### src/rtl/clock_divider_arbiter.sv
`default_nettype none
// ============================================================================
// Module      : clock_divider_arbiter
// Description : Shares one clock_divider among four requesters. A round-robin
//               arbiter picks a requester, loads its divider value, waits a
//               settle period and then grants ownership. On every handover the
//               divided clock is parked low before the divider is stopped, so
//               owners never see a runt pulse. An owner that has held the
//               clock for MAX_HOLD cycles is preempted when another requester
//               is waiting.
//
// Ports       : clk_in   - system clock (only clock of the block)
//               reset    - synchronous active-low reset
//               req      - per-requester level request
//               div_req  - packed divider values, lane i = [16i+15:16i]
//               clk_div  - divided clock fed back from clock_divider
//               divider  - divider value driven to clock_divider (0 = stop)
//               grant    - one-hot ownership, zero when unowned
//               busy     - high whenever the arbiter is not idle
//               err_zero - pulse when a request is ignored for a zero divider
//
// Revision    : 1.0 - initial release
// ============================================================================
module clock_divider_arbiter #(
    parameter int unsigned SETTLE_CYC = 4,
    parameter int unsigned MAX_HOLD   = 1024
) (
    input  logic        clk_in,
    input  logic        reset,
    input  logic [3:0]  req,
    input  logic [63:0] div_req,
    input  logic        clk_div,
    output logic [15:0] divider,
    output logic [3:0]  grant,
    output logic        busy,
    output logic        err_zero
);

    localparam int unsigned c_set_w = (SETTLE_CYC > 1) ? $clog2(SETTLE_CYC) : 1;
    localparam int unsigned c_ten_w = $clog2(MAX_HOLD + 1);
    localparam logic [c_set_w-1:0] c_settle_load = c_set_w'(SETTLE_CYC - 1);
    localparam logic [c_ten_w-1:0] c_max_hold    = c_ten_w'(MAX_HOLD);

    typedef enum logic [2:0] {
        ST_IDLE   = 3'd0,
        ST_LOAD   = 3'd1,
        ST_SETTLE = 3'd2,
        ST_OWN    = 3'd3,
        ST_DRAIN  = 3'd4
    } state_t;

    state_t               r_state;
    logic [1:0]           r_owner;
    logic [1:0]           r_rr;
    logic [15:0]          r_divider;
    logic [3:0]           r_grant;
    logic [c_set_w-1:0]   r_settle;
    logic [c_ten_w-1:0]   r_tenure;
    logic                 r_err;

    state_t               w_state_nxt;
    logic [1:0]           w_owner_nxt;
    logic [1:0]           w_rr_nxt;
    logic [15:0]          w_div_nxt;
    logic [3:0]           w_grant_nxt;
    logic [c_set_w-1:0]   w_settle_nxt;
    logic [c_ten_w-1:0]   w_tenure_nxt;
    logic                 w_err_nxt;

    logic [3:0]           w_zero;
    logic [3:0]           w_valid;
    logic [1:0]           w_pick;
    logic                 w_any;
    logic                 w_others;
    logic [15:0]          w_owner_div;

    // A request only competes when it carries a usable (nonzero) divider.
    genvar gi;
    generate
        for (gi = 0; gi < 4; gi++) begin : g_valid
            assign w_zero[gi]  = (div_req[16*gi +: 16] == 16'd0);
            assign w_valid[gi] = req[gi] & ~w_zero[gi];
        end
    endgenerate

    assign w_any       = |w_valid;
    assign w_others    = |(w_valid & ~(4'b0001 << r_owner));
    assign w_owner_div = div_req[{r_owner, 4'b0000} +: 16];

    // Round-robin pick: scan from the furthest offset back to the pointer so
    // the last hit, i.e. the one closest at-or-after r_rr, wins.
    always_comb begin
        w_pick = r_rr;
        for (int k = 3; k >= 0; k--) begin
            if (w_valid[r_rr + 2'(k)]) begin
                w_pick = r_rr + 2'(k);
            end
        end
    end

    always_comb begin
        w_state_nxt  = r_state;
        w_owner_nxt  = r_owner;
        w_rr_nxt     = r_rr;
        w_div_nxt    = r_divider;
        w_grant_nxt  = r_grant;
        w_settle_nxt = r_settle;
        w_tenure_nxt = r_tenure;
        w_err_nxt    = 1'b0;

        case (r_state)
            ST_IDLE: begin
                w_div_nxt   = 16'd0;
                w_grant_nxt = 4'd0;
                w_err_nxt   = |(req & w_zero);
                if (w_any) begin
                    w_owner_nxt = w_pick;
                    w_state_nxt = ST_LOAD;
                end
            end

            ST_LOAD: begin
                // The divider value is frozen here; later div_req changes
                // cannot disturb the clock the owner is about to receive.
                w_div_nxt    = w_owner_div;
                w_settle_nxt = c_settle_load;
                w_state_nxt  = ST_SETTLE;
            end

            ST_SETTLE: begin
                if (r_settle == '0) begin
                    w_grant_nxt  = 4'b0001 << r_owner;
                    w_tenure_nxt = '0;
                    w_state_nxt  = ST_OWN;
                end else begin
                    w_settle_nxt = r_settle - 1'b1;
                end
            end

            ST_OWN: begin
                if (r_tenure != c_max_hold) begin
                    w_tenure_nxt = r_tenure + 1'b1;
                end
                // Release takes precedence; preemption reaches the same place.
                if (!req[r_owner]) begin
                    w_grant_nxt = 4'd0;
                    w_state_nxt = ST_DRAIN;
                end else if ((r_tenure == c_max_hold) && w_others) begin
                    w_grant_nxt = 4'd0;
                    w_state_nxt = ST_DRAIN;
                end
            end

            ST_DRAIN: begin
                // Stop the divider only while its output is low so the
                // divided clock parks low without a runt high phase.
                if (!clk_div) begin
                    w_div_nxt   = 16'd0;
                    w_rr_nxt    = r_owner + 2'd1;
                    w_state_nxt = ST_IDLE;
                end
            end

            default: begin
                w_div_nxt   = 16'd0;
                w_grant_nxt = 4'd0;
                w_state_nxt = ST_IDLE;
            end
        endcase
    end

    always_ff @(posedge clk_in) begin
        if (!reset) begin
            r_state   <= ST_IDLE;
            r_owner   <= 2'd0;
            r_rr      <= 2'd0;
            r_divider <= 16'd0;
            r_grant   <= 4'd0;
            r_settle  <= '0;
            r_tenure  <= '0;
            r_err     <= 1'b0;
        end else begin
            r_state   <= w_state_nxt;
            r_owner   <= w_owner_nxt;
            r_rr      <= w_rr_nxt;
            r_divider <= w_div_nxt;
            r_grant   <= w_grant_nxt;
            r_settle  <= w_settle_nxt;
            r_tenure  <= w_tenure_nxt;
            r_err     <= w_err_nxt;
        end
    end

    assign divider  = r_divider;
    assign grant    = r_grant;
    assign busy     = (r_state != ST_IDLE);
    assign err_zero = r_err;

endmodule
`default_nettype wire
### config.mk
export PLATFORM = sky130hd
export DESIGN_NAME = clock_divider_arbiter
export DESIGN_NICKNAME = d
export VERILOG_FILES = /design/src/rtl/clock_divider_arbiter.sv
export SDC_FILE = /design/constraint.sdc
export NUM_CORES = 1
export LEC_CHECK = 0
export CAP_MARGIN = 10
export CORE_AREA = 2 2 97 99
export CTS_CLUSTER_DIAMETER = 100
export CTS_CLUSTER_SIZE = 8
export DETAILED_ROUTE_END_ITERATION = 10
export DIE_AREA = 0 0 99 101
export GPL_TIMING_DRIVEN = 0
export SLEW_MARGIN = 20
export SYNTH_ARGS = -nofsm -noshare
export SYNTH_HDL_FRONTEND = slang
export SYNTH_SLANG_ARGS = --single-unit
### constraint.sdc
create_clock -name clk_in -period 1.9 [get_ports clk_in]
set_clock_uncertainty 0.05 [all_clocks]
set_input_delay 0.19 -clock clk_in [delete_from_list [all_inputs] [get_ports clk_in]]
set_output_delay 0.19 -clock clk_in [all_outputs]
set_load 0.05 [all_outputs]
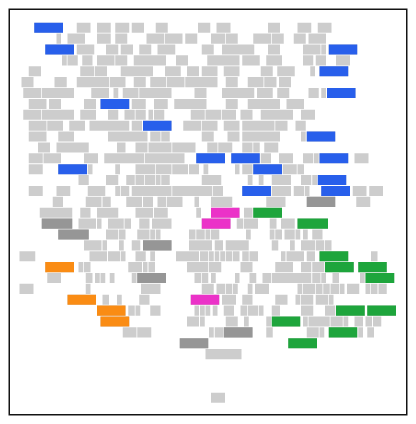
**Above:** where the registers sit.
Drawn at 4 px/µm. Other sequential cells in the stronger gray, the rest of the logic in the fainter gray.
legend:
  r_state:
    color: magenta
    flops: 3
  grant:
    color: orange
    flops: 4
    where: south-west
  r_tenure:
    color: green
    flops: 11
  divider:
    color: blue
    flops: 16
not colored: 7

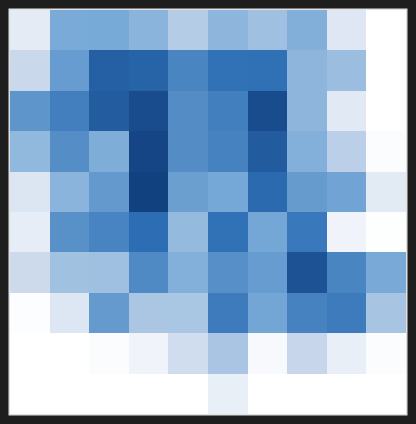
**Above:** placement density heat map.
Drawn at 4 px/µm. The die is cut into 10 by 10 equal tiles; white is low, dark blue is high, 0 to 100% covered.
nearly empty tiles: 18%
fullest tile: 93%
emptiest ninth of the die: south-west
mean over tiles: 40%
core box area: 0.008977 mm²
Pre-Place Util: 0.2948
Finished Core Util: 0.4633

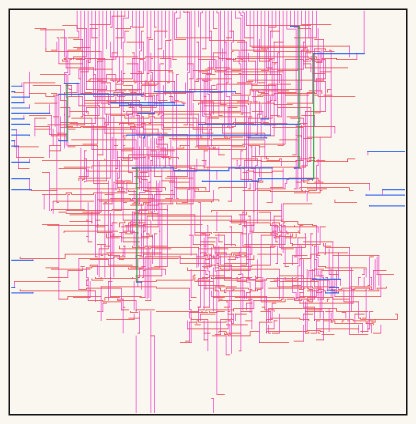
**Above:** metal layers overlaid.
Drawn at 4 px/µm.
legend:
  met1:
    color: red
    wire_length: 3980 µm
  met3:
    color: blue
    wire_length: 345 µm
  met4:
    color: green
    wire_length: 110 µm
  met2:
    color: magenta
    wire_length: 4590 µm

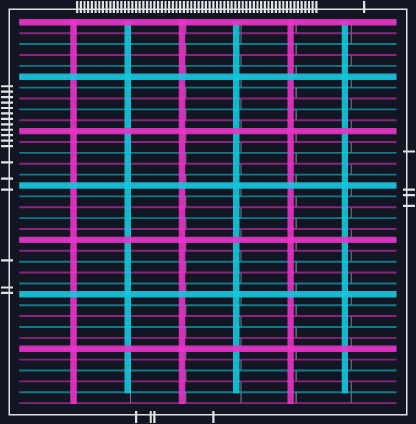
**Above:** PDN straps and rails.
Drawn at 4 px/µm. Pins as bars on the die edge. Tap cells in gray.
legend:
  VSS:
    color: magenta
  VDD:
    color: cyan
met1 rails: 36
met5 straps: 7
tap cells: 111
signal pins: 93
VDD IR-drop max: 0.3182 mV
Die W: 99 µm
Die Y-Extent: 101 µm

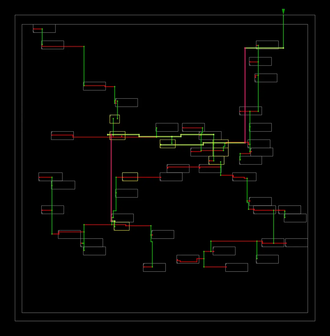
**Above:** clock wiring as the flow saved it.
CTS sink cnt: 41
Late-Pin Clk Latency: 0.30 ns
CTS buffer count: 5
CLK BUF: 7
Flop Count: 41

==> results_dict.tcl <==
# implementation run metrics
set metrics [dict create \
    die-area_mm2 0.009999 \
    n_all_buffers 117 \
    syn_inst 280 \
    startpoint_type "primary input" \
    drive_gt1_frac 0.2366 \
    rows 35 \
    hold_buffers 0 \
    worstPathMaxFanout 3 \
    regToRegSetupSlack_ns 0.08 \
    grt_pass1_vias 2734 \
    fin_ws_ns 0.05650 \
    drv_cap 0 \
    root_buffer "clkbuf_8" \
    critPathCapture "r_owner[0]" \
    cts_tree "done" \
    power_leakage_uw 0.001724 \
    synth-main-ff-cell "dfxtp_1" \
    logic_gate_count 213 \
    hp-class "primary input to flip-flop" \
    xor_share 0.01655 \
    syn_avg_cell_area_um2 9.451 \
    placed_area_mm2 0.003699 \
    cp.arrival_ns 1.99 \
    cp-end-kind "flip-flop" \
    syn_nets 358 \
    critPathKind "primary input to flip-flop" \
    portBuffers 91 \
    min_from "reset" \
    power.density_mw_per_mm2 636.3 \
    routedWlPerCell_um 17.90 \
    drt-initial-drc-count 151 \
    hold-path-endpoint "grant[1]" \
    seq_share 0.1983 \
    grtUsageTotal 0.1726 \
    critPathSlowestCell "or4_4" \
    whs_path_depth 3 \
    path_cells "dlygate4sd2_1, or4_4, o41ai_4, nor3b_2, a31oi_1, a32o_2" \
    tap_cells 111 \
    crit_family "simple AND/OR/NAND/NOR gates" \
    largest_register_ffs 16 \
    fillers 852 \
    yosysWarnings 0 \
    htree_levels 2 \
    finalCriticalPeriod_ns 1.844 \
    gp_congestion 0.8374 \
    async_reset_ff_frac 0 \
    outcome "complete, no violations" \
    max_freq_mhz 542.4 \
    timing.hold.ws_ns 0.1598 \
    buffer_area_frac 0.2693 \
]
Yosys cell counts (6+ instances only):
library cell | instances | area share
nand2_1 | 22 | 0.031
inv_1 | 14 | 0.020
or4_1 | 7 | 0.020
ha_1 | 7 | 0.033
a22oi_1 | 18 | 0.051
nor3_1 | 6 | 0.011
nor2_1 | 33 | 0.047
mux4_2 | 16 | 0.14
clkbuf_1 | 8 | 0.011
dfxtp_1 | 41 | 0.31
or4_4 | 9 | 0.038
a21oi_1 | 8 | 0.015
o21ai_0 | 14 | 0.026
nor2b_1 | 7 | 0.017
power by group:
group / internal (µW) / switching [µW]
Combinational: 445 / 578
Clock: 336 / 329
Sequential: 920 / 38.7
Total: 1700 / 945
Power and IR drop assume default switching activity.
